===== src/rtl/imem_boot_ctrl.sv =====
// Boot-time program loader: streams a byte image into instruction memory over valid/ready,
// validates the length, keeps a running checksum and stalls the CPU until the image is resident.
module imem_boot_ctrl #(
    parameter int unsigned DEPTH  = 256,
    parameter int unsigned ADDR_W = 8
) (
    input  logic              Clk,
    input  logic              Rst_n,
    input  logic              Start,
    input  logic [ADDR_W:0]   Len,
    input  logic              Abort,
    input  logic              In_Valid,
    input  logic [7:0]        In_Data,
    output logic              In_Ready,
    output logic              Mem_We,
    output logic [ADDR_W-1:0] Mem_WAddr,
    output logic [7:0]        Mem_WData,
    output logic              Cpu_Stall,
    output logic              Done,
    output logic              Error,
    output logic [7:0]        Checksum
);

    localparam logic [ADDR_W:0] DepthLen = (ADDR_W + 1)'(DEPTH);

    typedef enum logic [1:0] {StIdle, StLoad, StDone, StErr} state_e;

    state_e          state_q;
    logic [ADDR_W:0] len_q;
    logic [ADDR_W:0] count_q;
    logic [7:0]      sum_q;
    logic            ready_q;
    logic            stall_q;
    logic            done_q;
    logic            error_q;

    logic len_ok;
    logic accept;
    logic last;

    // Only whole 32-bit instructions that fit in memory are accepted.
    assign len_ok = (Len != '0) && (Len[1:0] == 2'b00) && (Len <= DepthLen);
    assign accept = (state_q == StLoad) && In_Valid && !Abort;
    assign last   = (count_q == len_q - 1'b1);

    assign Mem_We    = accept;
    assign Mem_WAddr = accept ? count_q[ADDR_W-1:0] : '0;
    assign Mem_WData = accept ? In_Data : '0;
    assign In_Ready  = ready_q;
    assign Cpu_Stall = stall_q;
    assign Done      = done_q;
    assign Error     = error_q;
    assign Checksum  = sum_q;

    always_ff @(posedge Clk or negedge Rst_n) begin
        if (!Rst_n) begin
            state_q <= StIdle;
            len_q   <= '0;
            count_q <= '0;
            sum_q   <= '0;
            ready_q <= 1'b0;
            stall_q <= 1'b1;
            done_q  <= 1'b0;
            error_q <= 1'b0;
        end else begin
            unique case (state_q)
                StIdle, StDone, StErr: begin
                    if (Start) begin
                        stall_q <= 1'b1;
                        done_q  <= 1'b0;
                        if (len_ok) begin
                            state_q <= StLoad;
                            len_q   <= Len;
                            count_q <= '0;
                            sum_q   <= '0;
                            ready_q <= 1'b1;
                            error_q <= 1'b0;
                        end else begin
                            state_q <= StErr;
                            ready_q <= 1'b0;
                            error_q <= 1'b1;
                        end
                    end
                end
                StLoad: begin
                    // Abort wins over a byte offered in the same cycle; partial sum is kept.
                    if (Abort) begin
                        state_q <= StIdle;
                        count_q <= '0;
                        ready_q <= 1'b0;
                    end else if (In_Valid) begin
                        count_q <= count_q + 1'b1;
                        sum_q   <= sum_q + In_Data;
                        if (last) begin
                            state_q <= StDone;
                            ready_q <= 1'b0;
                            stall_q <= 1'b0;
                            done_q  <= 1'b1;
                        end
                    end
                end
                default: begin
                    state_q <= StIdle;
                    ready_q <= 1'b0;
                    stall_q <= 1'b1;
                    done_q  <= 1'b0;
                    error_q <= 1'b0;
                end
            endcase
        end
    end

endmodule


===== config.mk =====
export PLATFORM = sky130hd
export DESIGN_NAME = imem_boot_ctrl
export DESIGN_NICKNAME = d
export VERILOG_FILES = /design/src/rtl/imem_boot_ctrl.sv
export SDC_FILE = /design/constraint.sdc
export NUM_CORES = 1
export LEC_CHECK = 0
export ABC_AREA = 1
export ABC_CLOCK_PERIOD_IN_PS = 4400
export CORE_UTILIZATION = 45
export CTS_BUF_LIST = sky130_fd_sc_hd__clkbuf_8
export DETAILED_ROUTE_END_ITERATION = 6
export PLACE_DENSITY = 0.82
export SYNTH_ARGS = -nofsm -noshare
export SYNTH_HDL_FRONTEND = slang
export SYNTH_SLANG_ARGS = --single-unit
export TNS_END_PERCENT = 30

===== constraint.sdc =====
create_clock -name Clk -period 4.4 [get_ports Clk]
set_clock_uncertainty 0.2 [all_clocks]
set_input_delay 0.44 -clock Clk [delete_from_list [all_inputs] [get_ports Clk]]
set_output_delay 0.44 -clock Clk [all_outputs]
set_load 0.05 [all_outputs]

==> job_summary.md, run 1 <==
## Implementation flow summary

| Metric | Value |
|---|---|
| Result of the run | `completed` |
| First-pass GRT wire length | `9230 µm` |
| Via-to-Cell Ratio | `4.92` |
| Adder-cell share of the synthesized area | `5.73%` |
| Fraction of final layout cells with drive strength greater than 1 | `6.79%` |
| Yosys top cell area share | `33.5%` |
| Most frequently used cell type in the post-synthesis netlist | `nand2_1` |
| Critical-path cell list | `nor2_4 -> inv_6 -> nor2_8 -> inv_2 -> nor2_8 -> inv_4 -> nor2_1 -> clkdlybuf4s50_1` |
| Area growth from synthesis to layout | `28.5%` |
| Total tool warning count | `26` |
| Share of async-settable or async-resettable flops after synthesis | `100%` |
| DRC Markers | `0` |
| Clock sink count | `32` |
| # Max-Cap Violations | `0` |
| Total power density per cell area | `583 mW/mm²` |
| Type of destination of the critical path | `output pin` |
| Total routing usage reported by global routing | `22.7%` |
| Cells in synth_stat.txt | `330` |
| Total buffers and inverters traversed by the critical path | `4` |
| Sequential cell area share | `26.9%` |
| Portion of total power attributed to the clock network | `17.9%` |
| Iteration-0 DRC Markers | `95` |
| Grt total ovfl | `0` |
| Critical path data arrival time | `2540 ps` |
| Compound-cell area share of the yosys netlist | `6.81%` |
| WL met2 | `2580 µm` |
| Area taken by multi-input logic gates | `0.00129 mm²` |
| Post-layout min period | `3180 ps` |
| Grt met3 use | `5.49%` |
| Half-perimeter wire length after detailed placement | `4240 µm` |
| Total detailed-routing wirelength | `5560 µm` |
-- run 1: worst paths after layout --
path	cells past startpoint	to	start
worst max-delay path	8	Mem_WData[2]	state_q[1]$_DFFE_PN0P_
worst min-delay path	2	In_Ready$_DFFE_PN0P_	In_Ready$_DFFE_PN0P_
worst max register to register	11	Checksum[6]$_DFFE_PN0P_	Checksum[0]$_DFFE_PN0P_
worst min register to register	2	In_Ready$_DFFE_PN0P_	In_Ready$_DFFE_PN0P_
max in group asynchronous	2	Cpu_Stall$_DFFE_PN1P_	Rst_n
min in group asynchronous	2	count_q[7]$_DFFE_PN0P_	Rst_n
-- run 1: registers in the layout, indices dropped and copies added, names as in the netlist --
register	cells
count_q	9
Cpu_Stall	1
In_Ready	1
Done	1
len_q	9
Checksum	8
Error	1
state_q	2
==> run_1/m3.png <==
Scale bar: 20 µm.
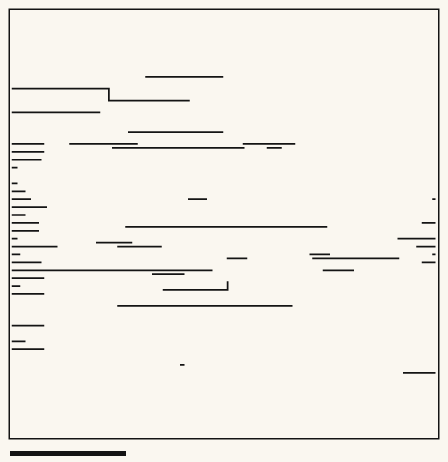
The longest straight run is 34.5 µm. The wires run mostly horizontal. The layer carries 377 µm of wire. The layer holds 6.8% of the routed length.

==> run_1/pinout.png <==
Scale bar: 20 µm. Pins as bars across the die edge, other pins in gray.
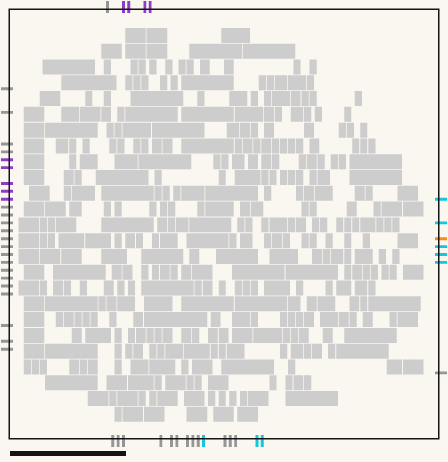
Key: Mem_WAddr = cyan [pins 8, direction output, edge 5 right, 3 bottom]; Abort = orange [pins 1, direction input, edge right]; Len = purple [pins 9, direction input, edge 5 left, 4 top]
All pins by edge: 24 left, 15 bottom, 7 right, 5 top.

==> run_1/sizing.png <==
Scale bar: 20 µm.
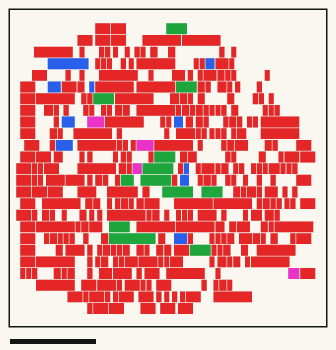
Key: x3 and x4 = magenta [cells 4, share 1.0%]; x6 and larger = green [cells 12, share 3.1%]; x2 = blue [cells 10, share 2.6%]; x1 and smaller = red [cells 357, share 93%]

## Run 2: what changed since run 1
- ABC_CLOCK_PERIOD_IN_PS: 4400 -> 3200
- clock period: 4.4 -> 3.2 ns (I/O delays scaled with it)
==> job_summary.md, run 2 <==
## Implementation flow summary

| Metric | Value |
|---|---|
| DRC Markers | `0 (unchanged)` |
| Yosys top cell area share | `33.5% (unchanged)` |
| Total tool warning count | `26 (unchanged)` |
| Beginning of the critical path | `state_q[1]$_DFFE_PN0P_` |
| WL met2 | `2610 µm (+1.2%)` |
| Critical path capture point | `Mem_We` |
| Adder-cell share of the synthesized area | `5.73% (unchanged)` |
| Total power density per cell area | `815 mW/mm² (+40%)` |
| Critical-path cell list | `nor2_4 -> inv_6 -> nor2_8 -> inv_2 -> nor2_8 -> clkdlybuf4s50_1` |
| Fraction of final layout cells with drive strength greater than 1 | `11.0% (+4.2 points)` |
| Type of destination of the critical path | `output pin` |
| Share of async-settable or async-resettable flops after synthesis | `100% (unchanged)` |
| Area taken by multi-input logic gates | `0.00129 mm² (unchanged)` |
| Clock sink count | `32 (unchanged)` |
| Critical path data arrival time | `2300 ps (-240 ps)` |
| First-pass GRT wire length | `9610 µm (+4.2%)` |
| # Max-Cap Violations | `0 (unchanged)` |
| Area growth from synthesis to layout | `26.8%` |
| Compound-cell area share of the yosys netlist | `6.81% (unchanged)` |
| Total detailed-routing wirelength | `5620 µm (+0.95%)` |
| Result of the run | `completed` |
| Iteration-0 DRC Markers | `156 (+64%)` |
| Half-perimeter wire length after detailed placement | `4210 µm (-0.92%)` |
| Cells in synth_stat.txt | `330 (unchanged)` |
## run 2: layout make-up
type / instances / area share [%]
well taps: 67 / 2.85
clock buffers: 7 / 3.28
repair buffers: 51 / 15.9
clock inverters: 1 / 1.02
inverters: 42 / 5.62
multi-input cells: 250 / 44.0
flip-flops and latches: 32 / 27.3
## run 2: cell families after synthesis
kind of cell	Yosys count
AND/OR/NAND/NOR	201
buffers and inverters	48
flip-flops	32
AND-OR/OR-AND	28
XOR/XNOR	11
adder cells (fa/ha/maj)	10
## run 2: critical path: cells and delay by family, from the launching register on
family,cells,cell delay (ps)
buffers and inverters,3,1020
DFF,1,410
and+or+nand+nor,3,580
## run 2: power by group
part           total, µW  internal, µW  switching, µW
clock network        432           275            157
registers            651           527            124
logic               1310           435            875
total               2390          1240           1160
==> run_2/placed.png <==
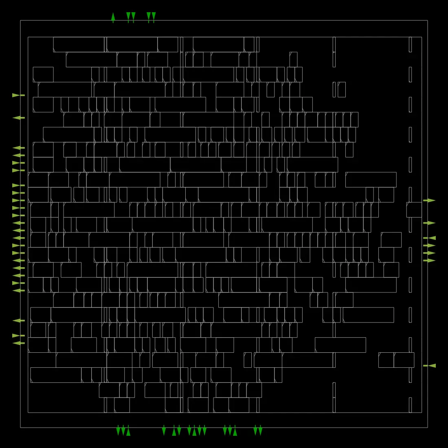
number of filler cells placed in the layout: 448
number of tap cells inserted: 67
number of sequential cells: 32
Non-Filler Instances: 450
core area: 0.00485 mm²

==> run_2/pinout.png <==
Scale bar: 20 µm. Pins as bars across the die edge, other pins in gray.
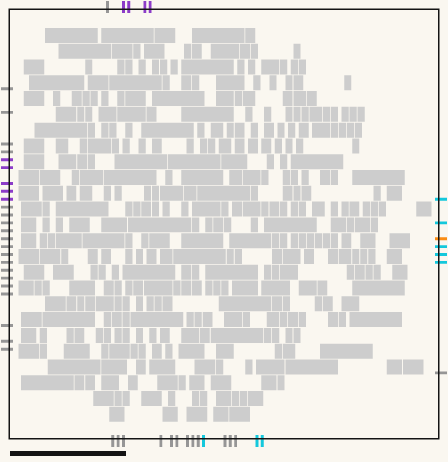
Key: Abort = orange [pins 1, direction input, edge right]; Len = purple [pins 9, direction input, edge 5 left, 4 top]; Mem_WAddr = cyan [pins 8, direction output, edge 5 right, 3 bottom]
All pins by edge: 24 left, 15 bottom, 7 right, 5 top.

## Run 3: what changed since run 2
- HOLD_SLACK_MARGIN: unset -> 0.1
- REMOVE_ABC_BUFFERS: unset -> 1
==> job_summary.md, run 3 <==
## Implementation flow summary

| Metric | Value |
|---|---|
| Yosys top cell area share | `33.5% (unchanged)` |
| Core area | `0.00485 mm² (unchanged)` |
| Type of destination of the critical path | `output pin` |
| Beginning of the critical path | `state_q[1]$_DFFE_PN0P_` |
| Total buffers and inverters traversed by the critical path | `3 (unchanged)` |
| First-pass GRT wire length | `9460 µm (-1.6%)` |
| Net switching fraction of the power | `49.2% (+0.88 points)` |
| Cells in synth_stat.txt | `330 (unchanged)` |
| Area growth from synthesis to layout | `26.0%` |
| Critical-path cell list | `nor2_4 -> inv_6 -> nor2_8 -> inv_2 -> nor2_8 -> clkdlybuf4s50_1` |
| Number of filler cells placed in the layout | `428 (-4.5%)` |
| CP top delay family | `buffers and inverters` |
| Stages on worst setup path | `6 (unchanged)` |
| Seq pwr share | `27.9% (+0.7 points)` |
| Share of async-settable or async-resettable flops after synthesis | `100% (unchanged)` |
| Compound-cell area share of the yosys netlist | `6.81% (unchanged)` |
| Top contributor to total power | `combinational logic` |
| Total tool warning count | `25 (-3.8%)` |
| Critical path data arrival time | `2270 ps (-30 ps)` |
| Critical path capture point | `Mem_We` |
| Adder-cell share of the synthesized area | `5.73% (unchanged)` |
| Seq group | `654 µW (about the same)` |
| Result of the run | `completed` |
| Total detailed-routing wirelength | `5640 µm (+0.46%)` |
| Area taken by multi-input logic gates | `0.00129 mm² (unchanged)` |
| Switching power of the nets | `1150 µW (-0.17%)` |
| Total clock network power | `387 µW (-10%)` |
| Fraction of final layout cells with drive strength greater than 1 | `10.7% (-0.26 points)` |
| Power attributed to combinational cells | `1310 µW (about the same)` |
| Iteration-0 DRC Markers | `170 (+9.0%)` |
| Portion of total power attributed to the clock network | `16.5% (-1.5 points)` |
-- run 3: netlist changes by cell type in the layout (fill, tap and decap cells not counted) --
| cell | delta |
|---|---|
| clkbuf_8 | -2 |
| inv_1 | +1 |
| clkinv_2 | +1 |
-- run 3: metrics by stage --
| step | instances | hold slack, ps | cell area (µm²) | util, % |
|---|---|---|---|---|
| floorplan | 324 | -176 | 2260 | - |
| global placement | 442 | 259 | 2810 | 58.0 |
| detailed placement | 442 | 264 | 2810 | 58.0 |
| CTS | 450 | 237 | 2920 | 60.2 |
| global route | 450 | 256 | 2920 | 60.2 |
| finish | 450 | 227 | 2920 | 60.2 |
-- run 3: final cells by class --
type	instances	area share [%]
multi-input combinational	250	44.3
sequential	32	27.5
timing repair buffer	51	16.0
inverter	42	5.66
tap	67	2.87
clock buffer	5	2.36
clock inverter	3	1.33
==> run_3/layers.png <==
Scale bar: 20 µm.
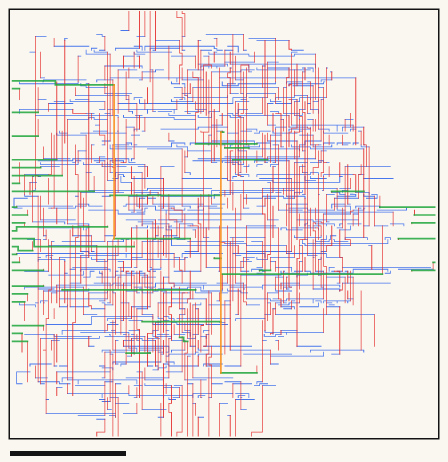
Key: M1 = blue [wire length 2570 µm]; M2 = red [wire length 2700 µm]; M3 = green [wire length 305 µm]; M4 = orange [wire length 68.0 µm]

==> run_3/m3.png <==
Scale bar: 20 µm.
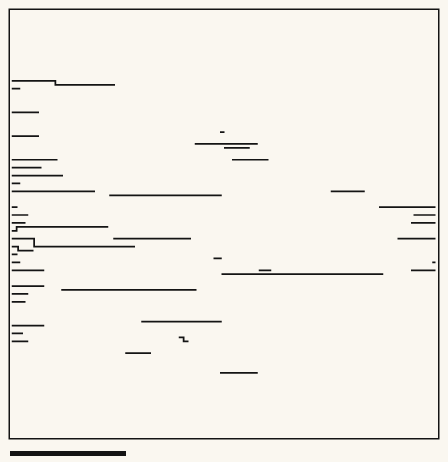
40 nets have wire on it. The longest straight run is 27.6 µm. The layer carries 305 µm of wire. The layer holds 5.4% of the routed length.

No activity file was given, so power comes from the tool's default toggle rates.
